The clock network:
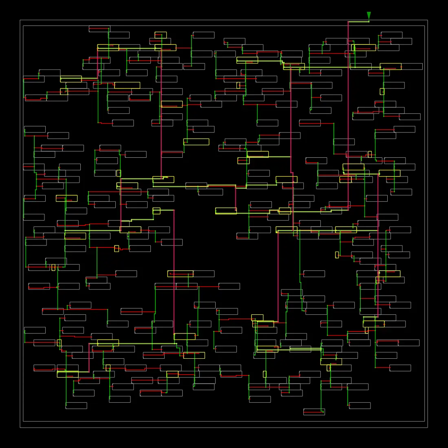
Floorplan with the power grid:
The bar under the picture is 50 µm long. Pins as bars on the die edge.
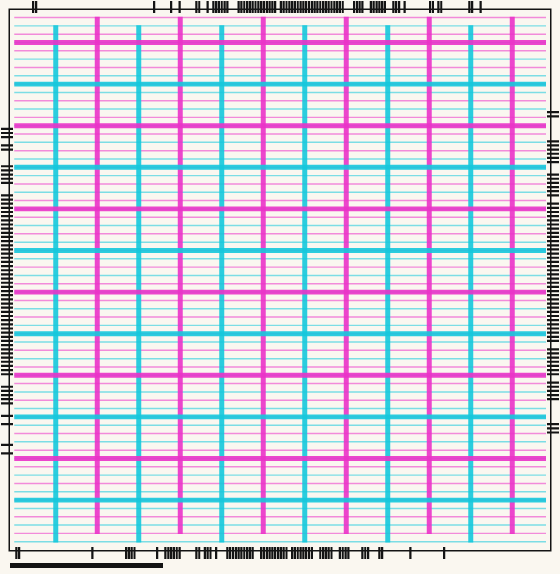
<file path="src/rtl/fetch_pkg.sv">
`default_nettype none
// ============================================================================
// Module   : fetch_pkg
// Brief    : Shared types and constants for the instruction-fetch front end.
// Revision : 1.0
// ============================================================================
package fetch_pkg;

    localparam int N       = 64;
    localparam int PC_INCR = 4;

    typedef enum logic [1:0] {
        BOOT = 2'd0,
        RUN  = 2'd1,
        HALT = 2'd2
    } fetch_state_t;

    typedef struct packed {
        logic [N-1:0] pc;
        logic [31:0]  instr;
    } fetch_entry_t;

endpackage
`default_nettype wire

</file>
<file path="src/rtl/fetch_fifo2.sv">
`default_nettype none
// ============================================================================
// Module   : fetch_fifo2
// Brief    : Two-entry FIFO with synchronous flush, holding fetched {pc, instr}.
// Revision : 1.0
// ============================================================================
module fetch_fifo2
    import fetch_pkg::*;
#(
    parameter int W = $bits(fetch_entry_t)
) (
    input  logic         clk,
    input  logic         reset,
    input  logic         push,
    input  logic         pop,
    input  logic         flush,
    input  logic [W-1:0] din,
    output logic [W-1:0] dout,
    output logic [1:0]   count
);

    logic [W-1:0] mem_q [2];
    logic         wr_ptr_q;
    logic         rd_ptr_q;
    logic [1:0]   count_q;

    // Flush dominates push/pop; storage is kept so the head shows a stale slot.
    always_ff @(posedge clk or posedge reset) begin
        if (reset) begin
            mem_q[0] <= '0;
            mem_q[1] <= '0;
            wr_ptr_q <= 1'b0;
            rd_ptr_q <= 1'b0;
            count_q  <= 2'd0;
        end else if (flush) begin
            wr_ptr_q <= 1'b0;
            rd_ptr_q <= 1'b0;
            count_q  <= 2'd0;
        end else begin
            if (push) begin
                mem_q[wr_ptr_q] <= din;
                wr_ptr_q        <= ~wr_ptr_q;
            end
            if (pop) begin
                rd_ptr_q <= ~rd_ptr_q;
            end
            count_q <= count_q + {1'b0, push} - {1'b0, pop};
        end
    end

    assign dout  = mem_q[rd_ptr_q];
    assign count = count_q;

endmodule
`default_nettype wire

</file>
<file path="src/rtl/fetch_unit.sv">
`default_nettype none
// ============================================================================
// Module   : fetch_unit
// Brief    : PC register, fetch FSM and 2-entry queue feeding IF/ID.
//            Optional FETCH_PERF_EN adds a saturating stall-cycle counter.
// Revision : 1.0
// ============================================================================
module fetch_unit
    import fetch_pkg::fetch_state_t, fetch_pkg::BOOT, fetch_pkg::RUN,
           fetch_pkg::HALT, fetch_pkg::PC_INCR;
#(
    parameter int          N        = 64,
    parameter logic [N-1:0] RESET_PC = '0
) (
    input  logic         clk,
    input  logic         reset,
    output logic [N-1:0] imem_addr,
    input  logic [31:0]  imem_rdata,
    input  logic         br_taken,
    input  logic [N-1:0] br_target,
    input  logic         halt,
    output logic [N-1:0] pc_o,
    output logic [31:0]  instr_o,
    output logic         valid_o,
    input  logic         ready_i
`ifdef FETCH_PERF_EN
    ,
    output logic [31:0]  stall_cycles_o
`endif
);

    localparam logic [N-1:0] c_pc_step    = N'(PC_INCR);
    localparam logic [N-1:0] c_align_mask = ~(N'(3));

    fetch_state_t  state_q, state_d;
    logic [N-1:0]  pc_q, pc_d;
    logic          w_fetch_en;
    logic          w_deq;
    logic          w_enq;
    logic [1:0]    w_count;
    logic [N+31:0] w_head;

    always_ff @(posedge clk or posedge reset) begin
        if (reset) begin
            state_q <= BOOT;
        end else begin
            state_q <= state_d;
        end
    end

    always_comb begin
        state_d = state_q;
        if (br_taken) begin
            state_d = RUN;
        end else begin
            case (state_q)
                BOOT:    state_d = RUN;
                RUN:     state_d = halt ? HALT : RUN;
                HALT:    state_d = HALT;
                default: state_d = BOOT;
            endcase
        end
    end

    always_comb begin
        w_fetch_en = (state_q == RUN);
    end

    // A dequeue in the same cycle frees a slot, so a full queue keeps streaming.
    assign valid_o = (w_count != 2'd0);
    assign w_deq   = valid_o & ready_i;
    assign w_enq   = w_fetch_en & ~br_taken & ((w_count != 2'd2) | w_deq);

    always_comb begin
        pc_d = pc_q;
        if (br_taken) begin
            pc_d = br_target & c_align_mask;
        end else if (w_enq) begin
            pc_d = pc_q + c_pc_step;
        end
    end

    always_ff @(posedge clk or posedge reset) begin
        if (reset) begin
            pc_q <= RESET_PC;
        end else begin
            pc_q <= pc_d;
        end
    end

    fetch_fifo2 #(
        .W (N + 32)
    ) u_fifo (
        .clk   (clk),
        .reset (reset),
        .push  (w_enq),
        .pop   (w_deq),
        .flush (br_taken),
        .din   ({pc_q, imem_rdata}),
        .dout  (w_head),
        .count (w_count)
    );

    assign imem_addr = pc_q;
    assign pc_o      = w_head[N+31:32];
    assign instr_o   = w_head[31:0];

`ifdef FETCH_PERF_EN
    logic [31:0] stall_q;

    always_ff @(posedge clk or posedge reset) begin
        if (reset) begin
            stall_q <= 32'd0;
        end else if (valid_o && !ready_i && (stall_q != 32'hFFFF_FFFF)) begin
            stall_q <= stall_q + 32'd1;
        end
    end

    assign stall_cycles_o = stall_q;
`endif

endmodule
`default_nettype wire
</file>
<file path="config.mk">
export PLATFORM = sky130hd
export DESIGN_NAME = fetch_unit
export DESIGN_NICKNAME = d
export VERILOG_FILES = /design/src/rtl/fetch_pkg.sv /design/src/rtl/fetch_fifo2.sv /design/src/rtl/fetch_unit.sv
export SDC_FILE = /design/constraint.sdc
export NUM_CORES = 1
export LEC_CHECK = 0
export CAP_MARGIN = 30
export CORE_UTILIZATION = 40
export DETAILED_ROUTE_END_ITERATION = 10
export GPL_ROUTABILITY_DRIVEN = 0
export PLACE_DENSITY = 0.65
export SYNTH_ARGS = -nofsm -noshare
export SYNTH_HDL_FRONTEND = slang
export SYNTH_SLANG_ARGS = --single-unit
</file>
<file path="constraint.sdc">
create_clock -name clk -period 13 [get_ports clk]
set_input_delay 2.6 -clock clk [delete_from_list [all_inputs] [get_ports clk]]
set_output_delay 2.6 -clock clk [all_outputs]
set_load 0.01 [all_outputs]
</file>
==> impl_metrics.toml <==
# physical design summary
[outcome]
outcome = "finished, final reports clean"

[sta]
period_used_share = 0.443
rsz0062_at_grt = "false"
max_freq_ghz = 0.174

[die]
die_h_um = 177
fp.coreArea_um2 = 29800
rows = 63

[synth]
synth_cell_types = 50
ys_warn_count = 0
numSynthFlops = 256
synthMuxAreaShare = 0.263
edf_count = 0
area_leaders = "dfrtp_1 53%, mux2_2 26%, nand2_1 1.8%"

[worst_hold_path]
worst_hold_path_type = "flip-flop to flip-flop"
hold-path-endpoint = "state_q[1]"

[clock_network]
cts_num_sinks = 256
cts_resized = 0
cts_hold_buf = 0
h-tree-depth = 1
clk_latency_ps = 540
clkTransAtPathRegs_ps = 60

[place]
detailed_place_hpwl_mm = 20.9

[grt]
grt_max_degree = 129
grt_pass1_wl_mm = 50.0

[setup_path]
r2r-start = "imem_addr[2]"
path_max_fanout = 51
crit_arrival_ps = 3160

[final_layout]
final_area_um2 = 16100
syn2layout_area_growth_pct = 32.1
layout.cells.most_common_list = "284 x mux2_2, 255 x dfrtp_1, 254 x clkdlybuf4s50_1"

[routing]
highest_layer = "met5"
antenna_left = 0
route.met3.wl_mm = 1.89

[pwr]
leakage_uw = 0.00633
-- 'the clock network' (at the start) --
skew final: 9.76 ps
num sequential: 256
clkbuf count: 44

-- 'floorplan with the power grid' (at the start) --
Key: VSS = cyan; VDD = magenta
The core has 63 rows. 12 straps on met5. 262 signal pins sit on the boundary. 12 straps on met4.

## registers in the layout, indices dropped and copies added (netlist names)
name and flops:
u_fifo.count 2, state_q 2, imem_addr 62, u_fifo.rd_ptr_q 1, u_fifo.mem_q 188, u_fifo.wr_ptr_q 1
## synth_stat cells, types with 12 or more instances
| master | n |
|---|---|
| a31oi_1 | 28 |
| buf_1 | 12 |
| buf_2 | 16 |
| clkbuf_1 | 27 |
| dfrtp_1 | 256 |
| mux2_2 | 284 |
| nand2_1 | 60 |
| nand3_1 | 24 |
| nand4_1 | 18 |
| nor2_1 | 40 |
| nor3_1 | 13 |
| o21ai_0 | 35 |
| o31ai_1 | 21 |
| or4_1 | 24 |
| xnor2_1 | 19 |
| xor2_1 | 14 |
## logic make-up after synthesis
kind of cell	after synthesis
AOI/OAI and AO/OA	94
xor gates and xnor gates	33
adders and majority gates	3
buffers and inverters	71
DFF	256
muxes	285
other	1
and+or+nand+nor	237
## per-stage QoR
stage / power [µW] / util / hold WS, ps / setup slack, ps
after floorplan: 2020 / - / 453 / 3360
after global placement: 2620 / 0.505 / 467 / 6930
after detailed placement: 2650 / 0.506 / 480 / 7650
after CTS: 3500 / 0.539 / 489 / 7160
after global routing: 3650 / 0.540 / 508 / 7100
final: 3460 / 0.540 / 494 / 7240
## layout make-up
| type | instances | area [µm²] | area share |
|---|---|---|---|
| Tap cell | 390 | 488 | 0.0303 |
| Clock buffer | 44 | 842 | 0.0523 |
| Clock inverter | 10 | 133 | 0.00824 |
| Timing Repair Buffer | 267 | 2690 | 0.167 |
| Sequential cell | 256 | 6410 | 0.398 |
| Inverter | 10 | 45.0 | 0.00280 |
| Multi-Input combinational cell | 656 | 5490 | 0.341 |
## critical path: stages, from the launching register on
cell and delay [ps]:
dfrtp_4 880, buf_4 760, mux2_2 420, clkdlybuf4s50_1 540
## power by group
part           total [µW]  internal, µW  switching [µW]
Sequential           1320          1110             200
Clock                 830           505             325
Combinational        1310           836             476
## how the worst max path moves through the flow
| stage | start | end | cells past startpoint |
|---|---|---|---|
| 6_report | u_fifo.rd_ptr_q | pc_o[62] | 3 |
| 4_1_cts | u_fifo.rd_ptr_q | pc_o[62] | 3 |
| 3_5_place_dp | br_taken | u_fifo.mem_q[17] | 7 |
| 2_1_floorplan | reset | imem_addr[10] | 1 |
| 5_1_grt | u_fifo.rd_ptr_q | pc_o[62] | 3 |
| 3_3_place_gp | br_taken | u_fifo.mem_q[8] | 6 |
## routing by layer
metal,track usage,up-vias
met3,0.0441,39
met1,0.274,4368
met2,0.328,199
met5,0,-
met4,0.0471,2
li1,-,4057
Power is estimated from default activity; no workload was simulated.
